<file path="config.mk">
export PLATFORM = sky130hd
export DESIGN_NAME = io_tile_config_loader
export DESIGN_NICKNAME = d
export VERILOG_FILES = /design/src/rtl/kfpga_io_cfg_pkg.sv /design/src/rtl/io_config_shift_reg.sv /design/src/rtl/io_tile_config_loader.sv
export SDC_FILE = /design/constraint.sdc
export NUM_CORES = 1
export LEC_CHECK = 0
export ABC_CLOCK_PERIOD_IN_PS = 4450
export CAP_MARGIN = 20
export CORE_MARGIN = 2
export CORE_UTILIZATION = 55
export DETAILED_ROUTE_END_ITERATION = 8
export HOLD_SLACK_MARGIN = 0.02
export PLACE_DENSITY_LB_ADDON = 0.1
export SYNTH_ARGS = -nofsm -noshare
export SYNTH_HDL_FRONTEND = slang
export SYNTH_SLANG_ARGS = --single-unit
</file>
<file path="constraint.sdc">
create_clock -name clock -period 4.45 [get_ports clock]
set_input_delay 1.335 -clock clock [delete_from_list [all_inputs] [get_ports clock]]
set_output_delay 1.335 -clock clock [all_outputs]
set_load 0.03 [all_outputs]
</file>
<file path="src/rtl/kfpga_io_cfg_pkg.sv">
// Shared types and sizing helpers for the IO tile config loader.
// Latency/backpressure: none (types and constants only).
package kfpga_io_cfg_pkg;

   typedef enum logic [2:0] {
      IDLE   = 3'd0,
      LOAD   = 3'd1,
      COMMIT = 3'd2,
      DONE   = 3'd3,
      ERROR  = 3'd4
   } state_t;

   localparam int DEFAULT_NB_TILES     = 4;
   localparam int DEFAULT_CONFIG_WIDTH = 24;
   localparam int DEFAULT_DATA_WIDTH   = 8;

   function automatic int total_words(input int nb_tiles, input int config_width,
                                      input int data_width);
      return (nb_tiles * config_width) / data_width;
   endfunction

endpackage

</file>
<file path="src/rtl/io_config_shift_reg.sv">
// Shadow register: words shift in from the MSB end so the first word ends up in the LSBs.
// Latency: 1 cycle per shift; no backpressure, the caller gates shift_en.
module io_config_shift_reg
   import kfpga_io_cfg_pkg::*;
#(
   parameter int WIDTH      = DEFAULT_NB_TILES * DEFAULT_CONFIG_WIDTH,
   parameter int DATA_WIDTH = DEFAULT_DATA_WIDTH
) (
   input  logic                  clock,
   input  logic                  nreset,
   input  logic                  clear,
   input  logic                  shift_en,
   input  logic [DATA_WIDTH-1:0] data_in,
   output logic [WIDTH-1:0]      shadow
);

   always_ff @(posedge clock) begin
      if (!nreset) begin
         shadow <= '0;
      end else if (clear) begin
         shadow <= '0;
      end else if (shift_en) begin
         shadow <= {data_in, shadow[WIDTH-1:DATA_WIDTH]};
      end
   end

endmodule

</file>
<file path="src/rtl/io_tile_config_loader.sv">
// Streams config words into a shadow register, then commits every IO tile's slice in one cycle.
// Latency: config_out and done update 1 cycle after the last word; data_ready only in LOAD. Optional parity: IO_CONFIG_PARITY_EN.
module io_tile_config_loader
   import kfpga_io_cfg_pkg::*;
#(
   parameter int NB_TILES     = DEFAULT_NB_TILES,
   parameter int CONFIG_WIDTH = DEFAULT_CONFIG_WIDTH,
   parameter int DATA_WIDTH   = DEFAULT_DATA_WIDTH
) (
   input  logic                             clock,
   input  logic                             nreset,
   input  logic                             start,
   input  logic                             abort,
   input  logic [DATA_WIDTH-1:0]            data_in,
   input  logic                             data_parity,
   input  logic                             data_valid,
   output logic                             data_ready,
   output logic [NB_TILES*CONFIG_WIDTH-1:0] config_out,
   output logic                             busy,
   output logic                             done,
   output logic                             error
);

   localparam int CFG_W       = NB_TILES * CONFIG_WIDTH;
   localparam int TOTAL_WORDS = total_words(NB_TILES, CONFIG_WIDTH, DATA_WIDTH);
   localparam int CNT_W       = (TOTAL_WORDS > 1) ? $clog2(TOTAL_WORDS) : 1;
   localparam logic [CNT_W-1:0] LAST_WORD = CNT_W'(TOTAL_WORDS - 1);

   generate
      if (CONFIG_WIDTH % DATA_WIDTH != 0) begin : g_bad_width
         $error("CONFIG_WIDTH must be a multiple of DATA_WIDTH");
      end
   endgenerate

   state_t           state_q;
   state_t           state_d;
   logic [CNT_W-1:0] word_cnt;
   logic [CFG_W-1:0] shadow;
   logic             accept;
   logic             parity_ok;
   logic             last_word;
   logic             load_start;
   logic             shift_en;

   assign accept     = data_valid & data_ready;
   assign last_word  = (word_cnt == LAST_WORD);
   assign load_start = start & (state_q inside {IDLE, DONE, ERROR});
   // abort beats both the shift and the parity check
   assign shift_en   = accept & ~abort & parity_ok;

`ifdef IO_CONFIG_PARITY_EN
   assign parity_ok = ~(^{data_in, data_parity});
`else
   logic unused_parity;
   assign unused_parity = data_parity;
   assign parity_ok     = 1'b1;
`endif

   always_ff @(posedge clock) begin
      if (!nreset) begin
         state_q <= IDLE;
      end else begin
         state_q <= state_d;
      end
   end

   always_comb begin
      state_d = state_q;
      case (state_q)
         IDLE, DONE, ERROR: begin
            if (start) state_d = LOAD;
         end
         LOAD: begin
            if (abort) begin
               state_d = IDLE;
            end else if (accept) begin
               if (!parity_ok)     state_d = ERROR;
               else if (last_word) state_d = COMMIT;
            end
         end
         COMMIT:  state_d = DONE;
         default: state_d = IDLE;
      endcase
   end

   always_comb begin
      data_ready = 1'b0;
      busy       = 1'b0;
      done       = 1'b0;
      error      = 1'b0;
      case (state_q)
         LOAD: begin
            data_ready = 1'b1;
            busy       = 1'b1;
         end
         COMMIT: busy = 1'b1;
         DONE:   done = 1'b1;
         ERROR: begin
`ifdef IO_CONFIG_PARITY_EN
            error = 1'b1;
`endif
         end
         default: ;
      endcase
   end

   always_ff @(posedge clock) begin
      if (!nreset) begin
         word_cnt   <= '0;
         config_out <= '0;
      end else begin
         if (load_start)    word_cnt <= '0;
         else if (shift_en) word_cnt <= word_cnt + CNT_W'(1);
         if (state_q == COMMIT) config_out <= shadow;
      end
   end

   io_config_shift_reg #(
      .WIDTH      (CFG_W),
      .DATA_WIDTH (DATA_WIDTH)
   ) u_shadow (
      .clock    (clock),
      .nreset   (nreset),
      .clear    (load_start),
      .shift_en (shift_en),
      .data_in  (data_in),
      .shadow   (shadow)
   );

endmodule

</file>
==> results.txt <==
Synthesis and place-and-route results.

- The kind of critical path is flop to output port.
- The maximum fanout encountered on the critical timing path is 4.
- In this run the full chip footprint comes out at 0.0136 mm2.
- Total power normalized to cell area comes to 443 mW/mm2.
- The cell count of the worst hold path is 2.
- The highest achievable clock rate is 306 MHz.
- The core box area is 0.0125 mm2.
- The initial antenna violation count is 1.
- The via count of the first global-routing pass was 5082.
- The share of total power dissipated in the clock network is 39.7%.
- The adder and majority gate portion of the synthesized area is 0.895%.
- The aoi/oai-family share of the synthesized area is 7.73%.
- Synthesis produced a netlist with a net count of 787.
- The total number of vias is 5361.
- Entering global routing, the biggest net connects 101 pins.
- The worst-case reg-to-reg setup slack stands at 2.13 ns.
- The data required time reported for the critical path is 3.12 ns.
- The time the final worst path needs with I/O delays and setup is 3.27 ns.
- By area the synthesized netlist is led by sky130_fd_sc_hd__dfxtp_1, sky130_fd_sc_hd__mux2i_1, sky130_fd_sc_hd__nand2_1, sky130_fd_sc_hd__a21oi_1, sky130_fd_sc_hd__nor2_1.
- For this run, the final setup violation count is recorded as 0.
- The netlist area before placement is 0.00699 mm2.
- Setup repair after global routing left no endpoint under its margin.
- The total number of yosys warnings is 0.
- The via count normalized by instance count is 5.17.
- Global routing consumed, on the met1 layer, 28.0% of the routing resources.
- Looking at the gate-level netlist, the highest instance count belongs to sky130_fd_sc_hd__dfxtp_1.
- The number of I/O pins is 114.
- The sequential cell area is 0.00396 mm2.
- The fraction of power consumed by combinational cells is 14.0%.
- The clock buffer and inverter area fraction after layout is 6.86%.
- Sorting the synthesized cells by how often they occur yields sky130_fd_sc_hd__dfxtp_1, sky130_fd_sc_hd__nand2_1, sky130_fd_sc_hd__a21oi_1, sky130_fd_sc_hd__nor2_1, sky130_fd_sc_hd__mux2i_1.
- The share of the core area taken by cells at floorplan is 55.9%.
- Global routing finished with a remaining overflow of 0.
- The combinational gate count is 510.
- The power of the sequential group is 0.00180 W.
- The count of buffers added on input and output ports is 111.
- The detailed router reports a met2 wire length of 7560 um.
- The cell depth of the worst setup path is 4.
- The flow ran to the end, and the final reports show no timing, DRC or antenna violations.
- Post-synth the commonest register cell is sky130_fd_sc_hd__dfxtp_1.
Fig. 1: clock routing
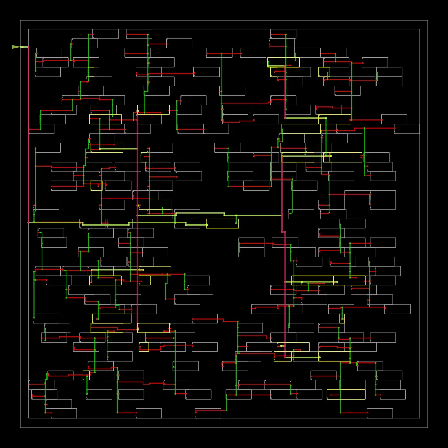
clock latency on the worst-skew pair: 0.42 ns
reported clock group power: 0.00154 W
number of sequential cells: 198
clock net sink count: 198
clock buffer count: 19

Fig. 2: clock distribution
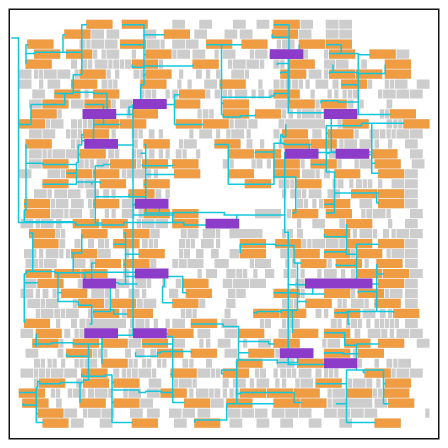
purple -> clock drivers  # count 17
cyan -> clock wires  # length 1910 um
orange -> flip-flops  # count 198
flops lie = spread over the die
routed clock nets = 18

Fig. 3: the metal 1 layer
Supply wires on this layer in gray.
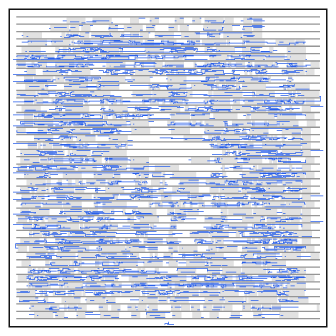
nets with wire on the layer = 795
wire length on this layer = 6670 um
longest straight run = 41.9 um
share of all routed wire = 44%
main direction = horizontal

No activity file was given, so power comes from the tool's default toggle rates.
